===== config.mk =====
export PLATFORM = sky130hd
export DESIGN_NAME = heater_ctrl
export DESIGN_NICKNAME = d
export VERILOG_FILES = /design/src/rtl/heater_ctrl.sv
export SDC_FILE = /design/constraint.sdc
export NUM_CORES = 1
export LEC_CHECK = 0
export CAP_MARGIN = 20
export CORE_ASPECT_RATIO = 0.5
export CORE_MARGIN = 8
export CORE_UTILIZATION = 60
export DETAILED_ROUTE_END_ITERATION = 12
export PLACE_DENSITY = 0.78
export RECOVER_POWER = 100
export SYNTH_ARGS = -nofsm -noshare
export SYNTH_HDL_FRONTEND = slang
export SYNTH_SLANG_ARGS = --single-unit

===== constraint.sdc =====
create_clock -name sys_clk -period 6.49 [get_ports sys_clk]
set_clock_uncertainty 0.05 [all_clocks]
set_input_delay 1.947 -clock sys_clk [delete_from_list [all_inputs] [get_ports sys_clk]]
set_output_delay 1.947 -clock sys_clk [all_outputs]
set_load 0.1 [all_outputs]

===== src/rtl/heater_ctrl.sv =====
// Bath heater mode sequencer: key pulses -> fan/heater drive with staging, run-on, dry timeout, over-temp cut.
// One-cycle latency from any sampled input to its registered outputs; there is no backpressure.
module heater_ctrl #(
  parameter int TICK_DIV  = 50_000_000,
  parameter int STAGE_CYC = 1000,
  parameter int RUNON_AH  = 2,
  parameter int RUNON_HT  = 4,
  parameter int DRY_S     = 15
) (
  input  logic       sys_clk,
  input  logic       rst,
  input  logic       key_air,
  input  logic       key_airheat,
  input  logic       key_heat,
  input  logic       key_dry,
  input  logic       key_light,
  input  logic       overtemp,
  output logic [2:0] mode,
  output logic       fan_on,
  output logic       heater_lo,
  output logic       heater_hi,
  output logic       light,
  output logic       cd_active,
  output logic [3:0] cd_sec
);

  localparam int PW = (TICK_DIV > 1) ? $clog2(TICK_DIV) : 1;
  localparam int SW = (STAGE_CYC > 1) ? $clog2(STAGE_CYC) : 1;
  localparam logic [PW-1:0] TICK_MAX = PW'(TICK_DIV - 1);
  localparam logic [SW-1:0] STG_MAX  = SW'(STAGE_CYC - 1);
  localparam logic [3:0]    CD_AH    = 4'(RUNON_AH);
  localparam logic [3:0]    CD_HT    = 4'(RUNON_HT);
  localparam logic [3:0]    CD_DRY   = 4'(DRY_S);

  generate
    if (TICK_DIV < 1 || STAGE_CYC < 1 || RUNON_AH < 1 || RUNON_AH > 15 ||
        RUNON_HT < 1 || RUNON_HT > 15 || DRY_S < 1 || DRY_S > 15) begin : g_param_check
      $error("heater_ctrl: illegal parameter value");
    end
  endgenerate

  // Encodings of the four user modes equal their mode output codes.
  typedef enum logic [2:0] {
    S_AIR     = 3'd0,
    S_AIRHEAT = 3'd1,
    S_HEAT    = 3'd2,
    S_DRY     = 3'd3,
    S_STANDBY = 3'd4,
    S_RUNON   = 3'd5
  } state_t;

  state_t        state, nstate;
  logic [2:0]    left_mode, nleft;
  logic [3:0]    cd, ncd;
  logic [PW-1:0] presc, npresc;
  logic [SW-1:0] stg, nstg;
  logic [2:0]    kmode;
  logic          key_valid, take_key, cur_heated, tick, hi_nxt;

  always_comb begin
    nstate     = state;
    nleft      = left_mode;
    ncd        = cd;
    npresc     = presc;
    nstg       = '0;
    hi_nxt     = 1'b0;
    kmode      = 3'd0;
    if (key_airheat) kmode = 3'd1;
    if (key_heat)    kmode = 3'd2;
    if (key_dry)     kmode = 3'd3;
    key_valid  = $onehot({key_air, key_airheat, key_heat, key_dry});
    take_key   = key_valid && !(overtemp && !key_air);
    cur_heated = (state == S_AIRHEAT) || (state == S_HEAT) || (state == S_DRY);
    tick       = ((state == S_DRY) || (state == S_RUNON)) && (presc == TICK_MAX);

    if ((state == S_DRY) || (state == S_RUNON))
      npresc = tick ? '0 : presc + 1'b1;

    if (take_key) begin
      npresc = '0;
      if (kmode == 3'(state)) begin
        nleft = 3'(state);
        case (state)
          S_AIR:             begin nstate = S_STANDBY; ncd = 4'd0;  end
          S_HEAT:            begin nstate = S_RUNON;   ncd = CD_HT; end
          default:           begin nstate = S_RUNON;   ncd = CD_AH; end
        endcase
      end else begin
        nstate = state_t'(kmode);
        ncd    = (kmode == 3'd3) ? CD_DRY : 4'd0;
      end
    end else if (overtemp && cur_heated) begin
      nstate = S_RUNON;
      nleft  = 3'(state);
      ncd    = CD_HT;
      npresc = '0;
    end else if (tick) begin
      if (cd > 4'd1) begin
        ncd = cd - 4'd1;
      end else if (state == S_DRY) begin
        nstate = S_RUNON;
        nleft  = 3'(S_DRY);
        ncd    = CD_AH;
      end else begin
        nstate = S_STANDBY;
        ncd    = 4'd0;
      end
    end

    // Staging only advances while HEAT persists; any fresh entry restarts it.
    if ((nstate == S_HEAT) && (state == S_HEAT)) begin
      nstg   = (stg == STG_MAX) ? stg : stg + 1'b1;
      hi_nxt = heater_hi || (stg == STG_MAX);
    end
  end

  always_ff @(posedge sys_clk) begin
    if (rst) begin
      state     <= S_STANDBY;
      left_mode <= 3'd4;
      cd        <= 4'd0;
      presc     <= '0;
      stg       <= '0;
    end else begin
      state     <= nstate;
      left_mode <= nleft;
      cd        <= ncd;
      presc     <= npresc;
      stg       <= nstg;
    end
  end

  always_ff @(posedge sys_clk) begin
    if (rst) begin
      mode      <= 3'd4;
      fan_on    <= 1'b0;
      heater_lo <= 1'b0;
      heater_hi <= 1'b0;
      light     <= 1'b0;
      cd_active <= 1'b0;
    end else begin
      mode      <= (nstate == S_RUNON) ? nleft : 3'(nstate);
      fan_on    <= (nstate != S_STANDBY);
      heater_lo <= (nstate == S_AIRHEAT) || (nstate == S_HEAT) || (nstate == S_DRY);
      heater_hi <= hi_nxt;
      light     <= light ^ key_light;
      cd_active <= (nstate == S_DRY) || (nstate == S_RUNON);
    end
  end

  assign cd_sec = cd;

endmodule


Sequential cells coloured by netlist name:
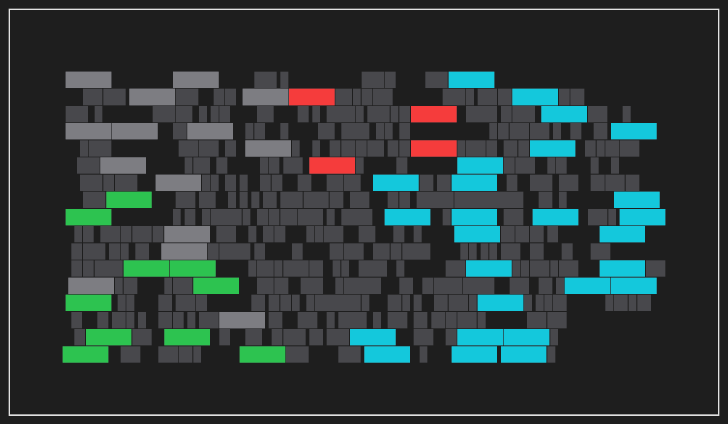
legend:
  red:
    name_in_the_netlist: cd_sec
    sequential_cells: 4
  cyan:
    name_in_the_netlist: presc
    sequential_cells: 26
  green:
    name_in_the_netlist: stg
    sequential_cells: 10
not coloured: 14

Floorplan with the power grid:
Pins as bars on the die edge.
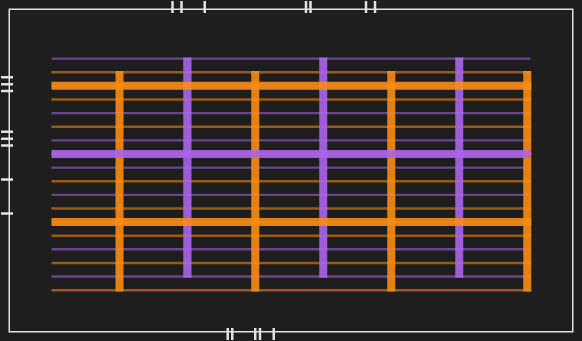
legend:
  orange:
    net: VSS
  purple:
    net: VDD
rows: 17
met1 rails: 18
met5 straps: 3
signal pins: 20
met4 straps: 7
total core area: 0.00442 mm^2
die height: 64.1 um
DIE WIDTH: 112 um

==> impl_metrics.ini <==
; generated from flow reports
[run_status]
status = completed

[critical_path]
worstPathRequired_ns = 6.63
start_kind = input pin
cp_slowest_stage_delay_ns = 0.76
cp_num_buf_inv = 3
rr_endpoint = stg[2]
worstSetupPathType = input pin to register
cp_slowest_cell = dlygate4sd3_1

[synth]
muxShareOfSynthArea_pct = 1.58
ys_area_mm2 = 0.00278
post-synth-top-area-fraction_pct = 38.9
synth_area_per_cell_um2 = 8.42
flop_cell = dfxtp_1
yosysWarnings = 0

[power]
netSwitchingPower_mw = 0.284
intPower_mw = 0.522
p_per_area_mw_per_mm2 = 265
pwr-share-clk_pct = 27.7

[run]
openroad.warnings = 27

[cells_and_area]
nFillCells = 371
seq_share_pct = 35.6
fin_cells = 400
comb_area_share_pct = 50.4
buffers_excl_clock = 19
largest_class = logic gates

[clock_tree]
ctsResizeCount = 0

[place]
gp_congestion = 0.878

[routing]
drt_first_pass_iters = 4
wl_met2_mm = 2.69

[hold_path]
holdPathEnd = presc[1]

[sta]
worst_slack_ns = 0.991
worstMarginPinSlew_ns = 1.00
setup_viol = 0

[global_routing]
first_global_vias = 2204
Metal 1:
Supply wires on this layer in grey.
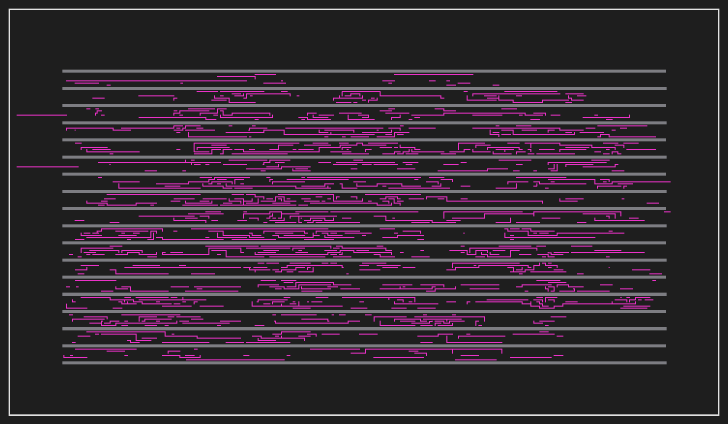
main direction: horizontal
nets with wire on the layer: 331
share of all routed wire: 48%
wire length on this layer: 2,740 um
longest straight run: 28.5 um
met1 usage: 20.3%
vias: 2,264

Gate families picked out:
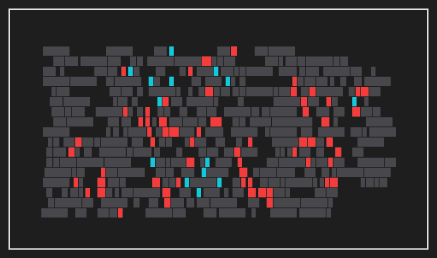
legend:
  cyan:
    family: inverters
    cells: 14
    most_used: inv_1
  red:
    family: NAND gates
    cells: 60
    most_used: nand2_1

Power and IR drop assume default switching activity.
